==> config.mk <==
export PLATFORM = sky130hd
export DESIGN_NAME = imm_extend_unit
export DESIGN_NICKNAME = d
export VERILOG_FILES = /design/src/rtl/imm_extend_unit.sv
export SDC_FILE = /design/constraint.sdc
export NUM_CORES = 1
export LEC_CHECK = 0
export ABC_AREA = 1
export CAP_MARGIN = 20
export CORE_ASPECT_RATIO = 0.9
export CORE_MARGIN = 5
export CORE_UTILIZATION = 49
export CTS_BUF_LIST = sky130_fd_sc_hd__clkbuf_4 sky130_fd_sc_hd__clkbuf_8
export DETAILED_ROUTE_END_ITERATION = 16
export PLACE_DENSITY = 0.78
export SETUP_SLACK_MARGIN = 0.2
export SYNTH_ARGS = -nofsm -noshare
export SYNTH_HDL_FRONTEND = slang
export SYNTH_SLANG_ARGS = --single-unit
==> constraint.sdc <==
create_clock -name clk -period 2.7 [get_ports clk]
set_clock_uncertainty 0.05 [all_clocks]
set_input_delay 0.81 -clock clk [delete_from_list [all_inputs] [get_ports clk]]
set_output_delay 0.81 -clock clk [all_outputs]
set_load 0.05 [all_outputs]
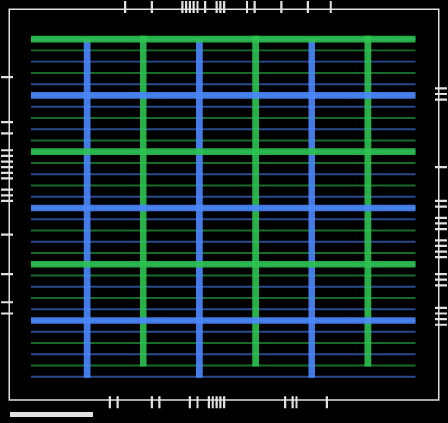
*PDN straps and rails, run 1*
The bar under the picture is 20 µm long. Pins as bars on the die edge.
colour	net
green	VDD
blue	VSS
met1 rails	31
met5 straps	6
rows	30
met4 straps	6
signal pins	67
Core Footprint: 0.00758 mm²
die width: 103 µm

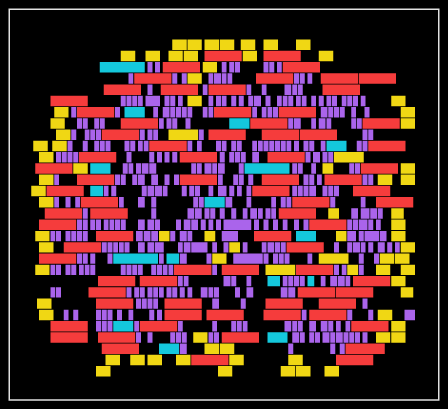
*Placement by cell class, run 1*
colour	class	cells	share of their area
cyan	clock drivers and dummy loads	16	5.2%
yellow	other buffers and delay cells	77	17%
red	flip-flops	77	41%
purple	all other logic	428	37%
Final Instance Area: 0.00484 mm²
final core occ: 63.8%
fraction of area in registers: 39.9%
FP Rows: 30

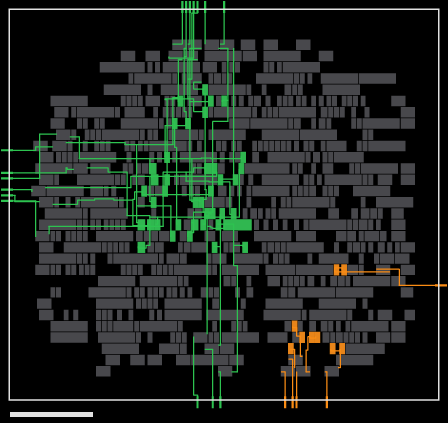
*Nets reached from selected ports, run 1*
The bar under the picture is 20 µm long.
colour	port	bits	direction	edge	end cells	buffers	wire
green	in_imm	16	input	7 north, 6 west, 3 south	40	16	998 µm
orange	in_tag	5	input	4 south, 1 east	9	5	101 µm
port bufs: 66
I/O Pins: 67

==> impl_metrics.toml, run 1 <==
# yosys + openroad results
[logic_synthesis]
synth_adder_area_share_pct = 0
synth-xor-area-share_pct = 0
compound_area_share_pct = 4.52
ys_seq_share_pct = 50.1
most_common_cell = "nand2_1"
netlist_area_mm2 = 0.00385
async_reset_ff_share_pct = 100
yosys_most_used_dff = "dfrtp_1"
ys_sh_simple_pct = 38.4
synthTopLogicFamily = "simple AND/OR/NAND/NOR gates"
yosys-stat-cells = 532
syn_inst = 532
synth-edff-count = 0
synth_top_cell_by_area = "dfrtp_1"
synth.distinct_cells = 21
top_cell_area_share_pct = 49.4
fp_nets = 560
area_leaders = "dfrtp_1 (49%), nand2_1 (30%), nor2_1 (3.3%)"
mux_area_share_pct = 0
synth_warnings = 0
yosys_area_mm2 = 0.00385

[worst_setup_path]
reg2reg_depth = 8
worst_setup_path_end_kind = "output pin"
crit_slowest_cell = "clkdlybuf4s50_1"
worst-endpoint-required_ps = 1840
cpPeakStageDelay_ps = 820
cpLargestDelayFamily = "buffers and inverters"
cp_data_arrival_time_ps = 1560
cp_cell_sequence = "clkdlybuf4s50_1"
worst-path-buf-inv = 1
crit_type = "register to output pin"
worst-path-stages = 1
start_kind = "register"
crit_fanout = 2
r2r_slack_ps = 950

[global_routing]
grt_util_all_layers_pct = 21.5
met2_usage_pct = 32.4
grt_max_degree = 41
grt_pass1_wl_mm = 16.3
grt.met3_usage_pct = 5.64
met1_usage_pct = 30.8
antenna_found_initial = 0
top_usage_layer = "met2"
grt_pass1_vias = 3264
grt_overflow_total = 0

[placed_design]
placed_cell_area_mm2 = 0.00459
gp_congestion = 0.889
place_inst = 678

[cts]
clockBufferDepth = 2
clk_latency_ps = 360
htreeDepth = 3
cts_tree = "done"
ctsHoldBuffers = 0
clock-sinks = 77
cts_buffers = 9
clk_pin_slew_ps = 90
cts_resized = 2
root_buffer = "clkbuf_8"
cts_setup_buffers = 0

[routing]
dr_wl_met2_mm = 4.57
routed_wirelength_mm = 9.65
wl_met1_mm = 4.32
dr_wl_met3_um = 666
ant_nets = 0
drt_iter0_markers = 241
drc = 0
routed_via_density = 5.10
vias = 3541

[timing]
tns_ps = 0
finalHoldViolCount = 0
rsz0062_at_grt = "no"
setup_viol = 0
worst_hold_slack_ps = 433
slew_headroom_pct = 58.3
fin_crit_ps = 2420
fmax_mhz = 413
setup_slack_ps = 277
period_used_pct = 89.8
finalMaxSlewViolations = 0

[power_and_ir_drop]
power_frac_comb_pct = 31.6
vdd_drop_max_uv = 447
p_int_mw = 2.48
pwr_density_cell_mw_per_mm2 = 806
clk-power_mw = 1.07
power.leakage_nw = 2.69
power.switching_mw = 1.42
power.group.top = "registers"
swShare_pct = 36.3
comb_cell_power_mw = 1.23
p_seq_mw = 1.60
total_power_mw = 3.90
power_frac_seq_pct = 40.9

[run_status]
status = "finished clean"

[layout]
buffers_excl_clock = 77
logic_gates = 403
sh_comb_area_pct = 34.2
finalNetCount = 621
seq_cells = 77
combGateArea_mm2 = 0.00165
fill_cells = 648
nonClkBufAreaFrac_pct = 16.4
syn2layout_area_growth_pct = 25.7
final_cell_mix = "nand2_1 (303), dfrtp_1 (76), clkdlybuf4s50_1 (64), nor2_1 (34), nand3_1 (25)"
fin_cells = 694
drive_above_1_share_pct = 6.69
clock_buffers = 9
num_antenna_cells = 0
inverters = 25
clk_share_pct = 5.07

[min_path]
hold_class = "register to register"
hold_depth = 2

[die]
tap_cells = 96
initial_utilization_pct = 50.8
die_area_mm2 = 0.00973
==> run 1 -> run 2 <==
SLEW_MARGIN = 20   (was default)
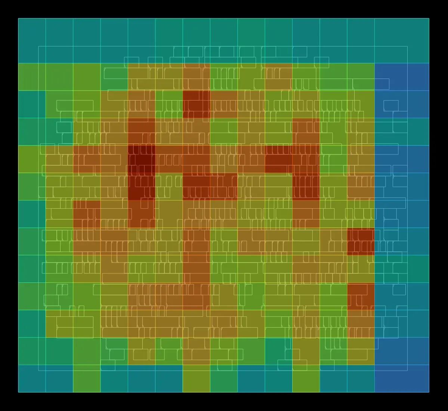
*Congestion heat map, run 2*
GR Util met3: 5.64%
Tot GR Track Use: 21.5%
Routed WL per cell: 13.9 µm
met2 GRT Util: 32.4%
GR peak layer: met2

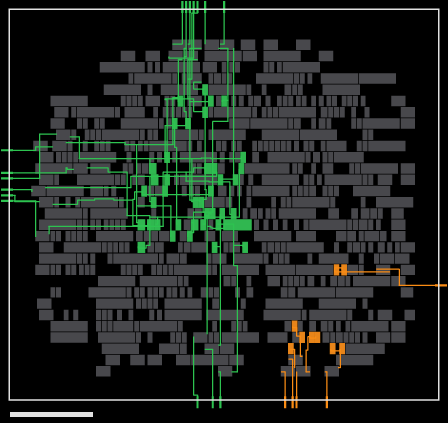
*Nets reached from selected ports, run 2*
The bar under the picture is 20 µm long.
colour	port	bits	direction	edge	end cells	buffers	wire
orange	in_tag	5	input	4 south, 1 east	9	5	101 µm
green	in_imm	16	input	7 north, 6 west, 3 south	40	16	998 µm

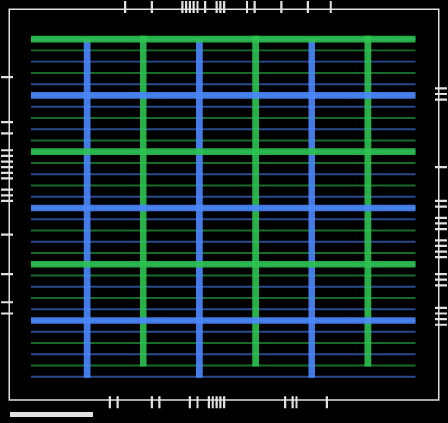
*PDN straps and rails, run 2*
The bar under the picture is 20 µm long. Pins as bars on the die edge.
colour	net
blue	VSS
green	VDD
met1 rails	31
rows	30
Max VDD drop: 447 µV
Die Y: 94.1 µm

==> impl_metrics.toml, run 2 <==
# yosys + openroad results
[layout]
fin_cells = 694
clock_buffers = 9
seq_cells = 77
drive_above_1_share_pct = 6.69
inverters = 25
sh_comb_area_pct = 34.2
num_antenna_cells = 0
syn2layout_area_growth_pct = 25.7
logic_gates = 403
combGateArea_mm2 = 0.00165
nonClkBufAreaFrac_pct = 16.4
finalNetCount = 621
seq_share_pct = 39.9
final_cell_mix = "nand2_1 (303), dfrtp_1 (76), clkdlybuf4s50_1 (64), nor2_1 (34), nand3_1 (25)"

[power_and_ir_drop]
swShare_pct = 36.3
comb_cell_power_mw = 1.23
power.leakage_nw = 2.69
p_seq_mw = 1.60
total_power_mw = 3.90
p_int_mw = 2.48
power.group.top = "registers"
power.switching_mw = 1.42
power_frac_comb_pct = 31.6

[logic_synthesis]
ys_sh_simple_pct = 38.4
synth_top_cell_by_area = "dfrtp_1"
synth.distinct_cells = 21
synth_warnings = 0
synth-xor-area-share_pct = 0
synth-edff-count = 0
compound_area_share_pct = 4.52
syn_inst = 532
top_cell_area_share_pct = 49.4
synthTopLogicFamily = "simple AND/OR/NAND/NOR gates"
most_common_cell = "nand2_1"
yosys-stat-cells = 532
fp_nets = 560
async_reset_ff_share_pct = 100
yosys_area_mm2 = 0.00385
netlist_area_mm2 = 0.00385
ys_seq_share_pct = 50.1

[timing]
fmax_mhz = 413
setup_viol = 0
slew_headroom_pct = 58.3
tns_ps = 0
finalMaxSlewViolations = 0
period_used_pct = 89.8
worst_hold_slack_ps = 433
setup_slack_ps = 277

[worst_setup_path]
crit_slowest_cell = "clkdlybuf4s50_1"
crit_fanout = 2
crit_type = "register to output pin"
worst-path-stages = 1
reg2reg_depth = 8
cpPeakStageDelay_ps = 820
cpLargestDelayFamily = "buffers and inverters"
cp_data_arrival_time_ps = 1560
worst-path-buf-inv = 1

[routing]
wl_met1_mm = 4.32
drc = 0
drt_iter0_markers = 241
dr_wl_met2_mm = 4.57
ant_nets = 0
routed_wirelength_mm = 9.65

[die]
die_area_mm2 = 0.00973
die_width_um = 103
tap_cells = 96
rows = 30
ios = 67

[min_path]
hold_class = "register to register"
hold_depth = 2

[cts]
cts_buffers = 9
clk_pin_slew_ps = 90
clock-sinks = 77
root_buffer = "clkbuf_8"
cts_resized = 2
clockBufferDepth = 2

[global_routing]
grt_max_degree = 41
met1_usage_pct = 30.8
grt_overflow_total = 0

[run_status]
status = "finished clean"

[placed_design]
gp_congestion = 0.889
